Design toggle_pulse_debouncer_flat, sky130hd; sources not shown.
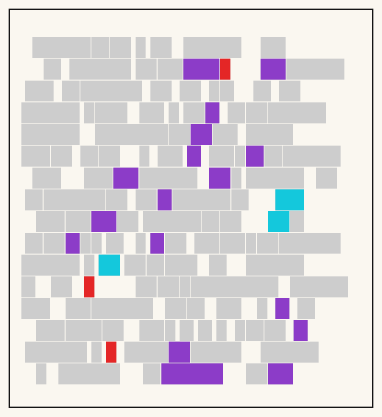
Figure 1: run 1, selected gate families.
(8 px per micron)
Key: inverting AOI/OAI gates = purple [cells 17]; AND-OR and OR-AND gates = cyan [cells 3]; inverters = red [cells 3, most used inv_1]
fin cells: 168
Commonest Layout Cell: buf_4
Comb area share: 45.0%

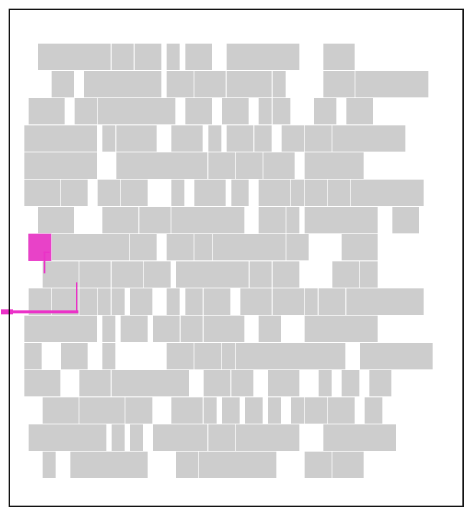
Figure 2: run 1, wires at chosen ports, followed through buffers.
(10 px per micron)
Key: io_busy = magenta [bits 1, direction output, edge left, end cells 1, wire 11.6 microns]
input/output buffers: 7
# IOs: 8

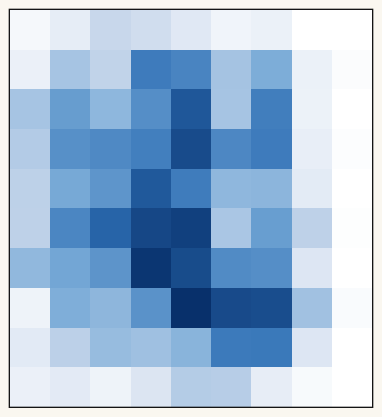
Figure 3: run 1, signal metal coverage by tile.
(8 px per micron) 9 x 10 tiles, from white (low) to dark blue (high), scaled to the fullest tile. Values are wire area over tile area, all layers added.
37% of the tiles are over half the peak. The mean over all tiles is 0.16. 11% of the tiles are nearly empty.
gr usage total: 23.8%
via count: 914

==> results.json, run 1 <==
{
  "status": "complete, no violations",
  "dpl.cell_count": 162,
  "core-area_sq_mm": 0.00186,
  "cts_root_buf": "clkbuf_4",
  "chip_area_sq_mm": 0.00224,
  "cellLeakagePower_nw": 0.495,
  "cts_sinks": 22,
  "tool_warnings": 28,
  "nets": 149,
  "clock_skew_ns": 0.0129,
  "sequentialPower_w": 0.000590,
  "synth_area_sq_mm": 0.00103,
  "place_area_sq_mm": 0.00125,
  "cts_made_buffers": 3,
  "cp.arrival_ns": 1.76,
  "final_hold_viol_count": 0,
  "grt_setup_unrepaired": "yes",
  "relSlewSlack_pct": 70.5,
  "yosysWarnings": 0,
  "via_per_inst": 5.44,
  "p_switching_w": 0.000211,
  "async_reset_ff_share_pct": 0,
  "path_buffers": 0,
  "drtIter0Drc": 21,
  "holdPathStages": 2,
  "syn_inst": 112,
  "clk_latency_ns": 0.33,
  "postRouteAntennaNets": 0,
  "largest_area_cell": "dfxtp_1",
  "post-route-period-util_pct": 99.9,
  "rr_worst_depth": 5,
  "antenna_found_initial": 0,
  "power_leader": "sequential cells",
  "clockPowerShare_pct": 43.3,
  "pre_cts_ws_ns": -0.162,
  "drive_above_1_share_pct": 34.0,
  "finish.utilization_pct": 74.0,
  "yosysUniqueCellTypes": 37,
  "max_freq_mhz": 667,
  "critical_path.slowest_cell": "or3_4",
  "ys.flop_type": "dfxtp_1",
  "fin_crit_ns": 1.50,
  "rows": 16,
  "top_cell_area_share_pct": 42.8,
  "ys_seq_share_pct": 42.8,
  "finalPower_w": 0.00108,
  "comb_power_share_pct": 2.3,
  "syn_avg_cell_area_sq_um": 9.18,
  "overflow": 0,
  "topCellsByArea": "dfxtp_1, xor2_1, nor2_1, ha_1, xnor2_1",
  "n_fill_cell": 145,
  "clkTransAtPathRegs_ns": 0.14,
  "design_area_sq_mm": 0.00138,
  "fp.dieW_microns": 45.2,
  "grt_pass1_vias": 892,
  "cp_num_cells": 5,
  "ys_area_sq_mm": 0.00103,
  "final-setup-viol-count": 0,
  "critPathRequiredTime_ns": 1.76,
  "drt_wl_total_mm": 2.35,
  "startpoint_type": "register",
  "max_stage_delay_ns": 0.44,
  "fp_util_pct": 55.2,
  "grt_pass1_wl_mm": 3.95,
  "comb-power_w": 0.0000248,
  "post-dp-hpwl_mm": 1.55,
  "cts_max_level": 1,
  "tns_ns": 0,
  "edf_count": 0,
  "irDropWorstVdd_mv": 0.683,
  "diodes": 0,
  "hold_class": "input pin to register",
  "place_congestion": 0.790,
  "cp_cell_sequence": "ha_4 -> and2_4 -> and3_4 -> or3_4 -> a211oi_2",
  "cts.hold.buffers_added": 0,
  "maxCapViolCount": 0,
  "critPathTopFamily": "simple AND/OR/NAND/NOR gates",
  "worst_hold_slack_ns": 0.359,
  "area.growth.synth_to_final_pct": 33.9,
  "dieHeight_microns": 49.6,
  "power.density_mw_per_mm2": 787,
  "ys_cells": 112,
  "clk-power_w": 0.000470,
  "switching_share_pct": 19.5,
  "slew_viol_final": 0,
  "grt_start_max_net_pins": 14
}
run 1: synthesized netlist by cell type (2+ instances only):
cell type  count
a21oi_1        5
or3_1          2
nand3_1        3
dfxtp_1       22
xnor2_1        3
o21ai_0        4
and3_1         3
ha_1           3
nor2b_1        3
nor4_1         2
nand2_1        5
o211ai_1       3
nor3b_1        2
mux2i_1        2
nor2_1        16
xor2_1         7
inv_1          3
nand4_1        3
nand2b_1       3
run 1: layout make-up:
type / instances / area share, %
multi-input cells: 85 / 45.0
flip-flops and latches: 22 / 32.6
repair buffers: 27 / 15.3
well taps: 27 / 2.45
clock inverters: 1 / 2.18
clock buffers: 3 / 1.63
inverters: 3 / 0.817
run 1: metal layers:
metal,GRT usage [%],vias up,share of wire [%]
li1,-,454,-
met4,10.1,0,2.0
met1,31.0,428,47
met2,37.9,25,47
met3,3.66,7,3.2
met5,0,-,0
run 1: cell usage in the layout, fill, tap and decap left out, types with 2 or more instances in the layout:
cell type         n
buf_4            20
dfxtp_1          15
nor2_1           14
xor2_1            7
dfxtp_2           7
nand2_1           5
clkdlybuf4s50_1   4
inv_1             3
nand2b_1          3
nand4_1           3
xnor2_1           3
a21oi_1           3
o211ai_1          3
o21ai_0           3
nor2b_1           3
clkbuf_4          3
nor2_2            2
nand3_1           2
nor4_1            2
nor3b_1           2
mux2i_1           2
and3_1            2
a21oi_2           2
buf_2             2
run 1: cell families (layout without fill, tap and decap cells):
family | after synthesis | count (layout) | share of synthesized area [%]
mux | 2 | 2 | 1.95
flops | 22 | 22 | 42.8
xor+xnor | 10 | 10 | 8.52
simple gates | 50 | 50 | 26.8
fa+ha+maj | 3 | 3 | 3.65
compound gates | 20 | 20 | 13.7
buf+inv | 5 | 34 | 2.55
Figure 4. Clock wires, drivers and flops (run 1).
(10 px per micron)
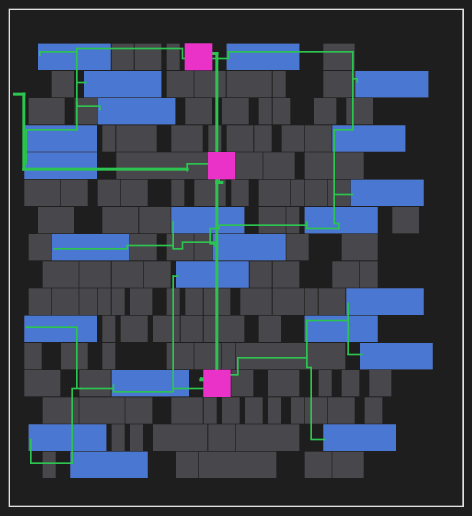

## Run 2: what changed since run 1
ABC_AREA = 1   (was not set)
CORE_UTILIZATION = 51   (was 50)
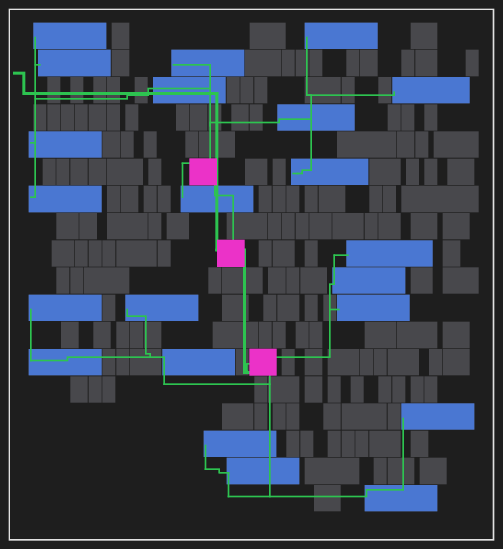
Figure 5: run 2, clock wires, drivers and flops.
(10 px per micron)
Key: clock wires = green [length 261 microns]; cells driving clock nets = magenta [count 3]; flip-flops = blue [count 22]
There are 4 routed clock nets. Position of the flops: widely spread.
Clock net power: 0.000262 W
clk_lat worst skew: 0.30 ns
Clock Power Share: 30.0%
Max Clock Skew: 0.00156 ns

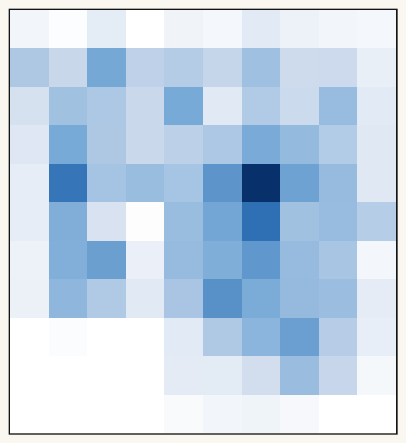
Figure 6: run 2, signal metal coverage by tile.
(8 px per micron) 10 x 11 tiles, from white (low) to dark blue (high), scaled to the fullest tile. Values are wire area over tile area, all layers added.
16% of the tiles are nearly empty. 11% of the tiles are over half the peak. The densest ninth of the die: middle. The emptiest ninth of the die: bottom left.
gr usage total: 20.1%
final wirelength: 2.33 mm
via count: 1,121
Routed wire per std cell: 10.3 microns

==> run 2 against run 1 <==
  * Fmax up 0.40%
  * Clock skew down 0.011 ns
  * Clock power down 44%
  * Via count up 23%
  * Synthesized cell count up 56%
  * Sequential cell count unchanged
  * Critical path depth unchanged
  * Sequential share of layout area down 1.4 points
  * Utilization down 9.6 points
  * Design area up 4.3%
  * Die area up 14%
  * Routed wire length down 0.68%
==> results.json, run 2 <==
{
  "final_hold_viol_count": 0,
  "antenna_found_initial": 0,
  "fin_crit_ns": 1.49,
  "startpoint_type": "register",
  "finish.utilization_pct": 64.4,
  "post-route-period-util_pct": 99.5,
  "synth-compound-area-share_pct": 12.3,
  "cts_max_level": 1,
  "post-dp-hpwl_mm": 1.80,
  "ys_cells": 175,
  "dieHeight_microns": 52.9,
  "dpl.cell_count": 223,
  "tightestPinTransition_ns": 0.224,
  "place_area_sq_mm": 0.00139,
  "place_congestion": 0.928,
  "power.density_mw_per_mm2": 607,
  "fin_cells": 226,
  "rr_worst_depth": 9,
  "syn_avg_cell_area_sq_um": 6.86,
  "ys_sh_simple_pct": 34.5,
  "top_cell_area_share_pct": 36.7,
  "rows": 18,
  "ys_area_sq_mm": 0.00120,
  "setup_ws_ns": 0.00704,
  "common_cells": "nand2_1, dfxtp_1, nor2_1, inv_1, inv_2",
  "status": "complete, no violations",
  "irDropWorstVdd_mv": 0.485,
  "final-setup-viol-count": 0,
  "cts_sinks": 22,
  "core-area_sq_mm": 0.00223,
  "tool_warnings": 27,
  "synth_xor_xnor_area_share_pct": 2.19,
  "clkTransAtPathRegs_ns": 0.11,
  "yosysUniqueCellTypes": 27,
  "via_per_inst": 4.96,
  "critPathRequiredTime_ns": 1.35,
  "slew_viol_final": 0,
  "cp.arrival_ns": 1.34,
  "fp_util_pct": 53.9,
  "num_io_pins": 8,
  "topCellsByArea": "dfxtp_1, nand2_1, nor2_1, inv_1, a21oi_2",
  "cp_cell_sequence": "or2_4 -> inv_2 -> nand2_2 -> nor4_4 -> buf_2",
  "fp.dieW_microns": 48.3,
  "ys_seq_share_pct": 36.7,
  "area.growth.synth_to_final_pct": 19.6,
  "postRouteAntennaNets": 0,
  "grt_setup_unrepaired": "yes",
  "design_area_sq_mm": 0.00144,
  "n_fill_cell": 203,
  "cts_made_buffers": 3,
  "drtIter0Drc": 28,
  "finalPower_w": 0.000871,
  "grt_pass1_wl_mm": 3.57,
  "hold_class": "input pin to register",
  "pre_cts_ws_ns": -0.167,
  "mostFrequentLayoutCells": "nand2_1, nor2_1, inv_1, dfxtp_1",
  "largest_area_cell": "dfxtp_1",
  "synth_area_sq_mm": 0.00120,
  "grt_start_max_net_pins": 12,
  "ys.flop_type": "dfxtp_1",
  "topCombFamilyByArea": "simple AND/OR/NAND/NOR gates",
  "async_reset_ff_share_pct": 0,
  "grt_pass1_vias": 982,
  "relSlewSlack_pct": 85.0,
  "yosysWarnings": 0,
  "lay_top_count": "nand2_1",
  "maxCapViolCount": 0,
  "critical_path.slowest_cell": "dfxtp_2",
  "syn_inst": 175,
  "diodes": 0,
  "top_cell": "nand2_1",
  "drive_above_1_share_pct": 27.0,
  "cellLeakagePower_nw": 0.584,
  "ys_sh_mux_pct": 0,
  "cts_root_buf": "clkbuf_4",
  "io_buffer_count": 7,
  "max_stage_delay_ns": 0.34,
  "max_freq_mhz": 670,
  "adder_share_pct": 3.13,
  "holdPathStages": 3,
  "edf_count": 0,
  "nets": 205,
  "overflow": 0
}
run 2: cell type report:
| cell class | instances | area share, % |
|---|---|---|
| multi-input cells | 118 | 45.1 |
| clock buffers | 3 | 1.57 |
| flip-flops and latches | 22 | 31.2 |
| well taps | 30 | 2.61 |
| inverters | 34 | 8.88 |
| repair buffers | 19 | 10.6 |
run 2: report_power, final:
| part | internal, W | switching [W] | leakage (nW) |
|---|---|---|---|
| clock network | 0.0000936 | 0.000168 | 0.0138 |
| registers | 0.000585 | 0.00000173 | 0.180 |
| logic | 0.0000123 | 0.0000101 | 0.390 |
run 2: routing by layer:
layer / vias up / global-route usage [%] / part of all wire (%) / routed length, microns
met3: 6 / 4.10 / 2.8 / 65
met1: 507 / 19.9 / 43 / 1010
li1: 587 / - / - / -
met4: 0 / 8.80 / 1.8 / 43
met2: 21 / 37.6 / 52 / 1210
met5: - / 0 / 0 / 0
run 2: cells by family after synthesis:
family                     count (synthesis)
AOI/OAI and AO/OA                         22
DFF                                       22
and+or+nand+nor                           90
buffers and inverters                     35
adders and majority gates                  3
xor gates and xnor gates                   3
run 2: timing repair:
item | in CTS | in global routing
setup buffers | 0 | 0
endpoints found under the setup margin | 3 | 9
resized | 7 | 12
pin swaps | 0 | 2
hold buffers | 0 | 0
run 2: critical path: cells and delay by family, from the launching register on:
family,cells,cell delay [ns]
buffers and inverters,2,0.22
flip-flops,1,0.34
AND/OR/NAND/NOR,3,0.48
run 2: stage by stage:
| step | setup TNS [ns] | hold WS, ns |
|---|---|---|
| after global routing | -0.140 | 0.379 |
| final | 0 | 0.351 |
| after global placement | -0.226 | 0.406 |
| after floorplan | 0 | 0.221 |
| after detailed placement | -0.218 | 0.415 |
| after CTS | 0 | 0.345 |
Power and IR drop assume default switching activity.
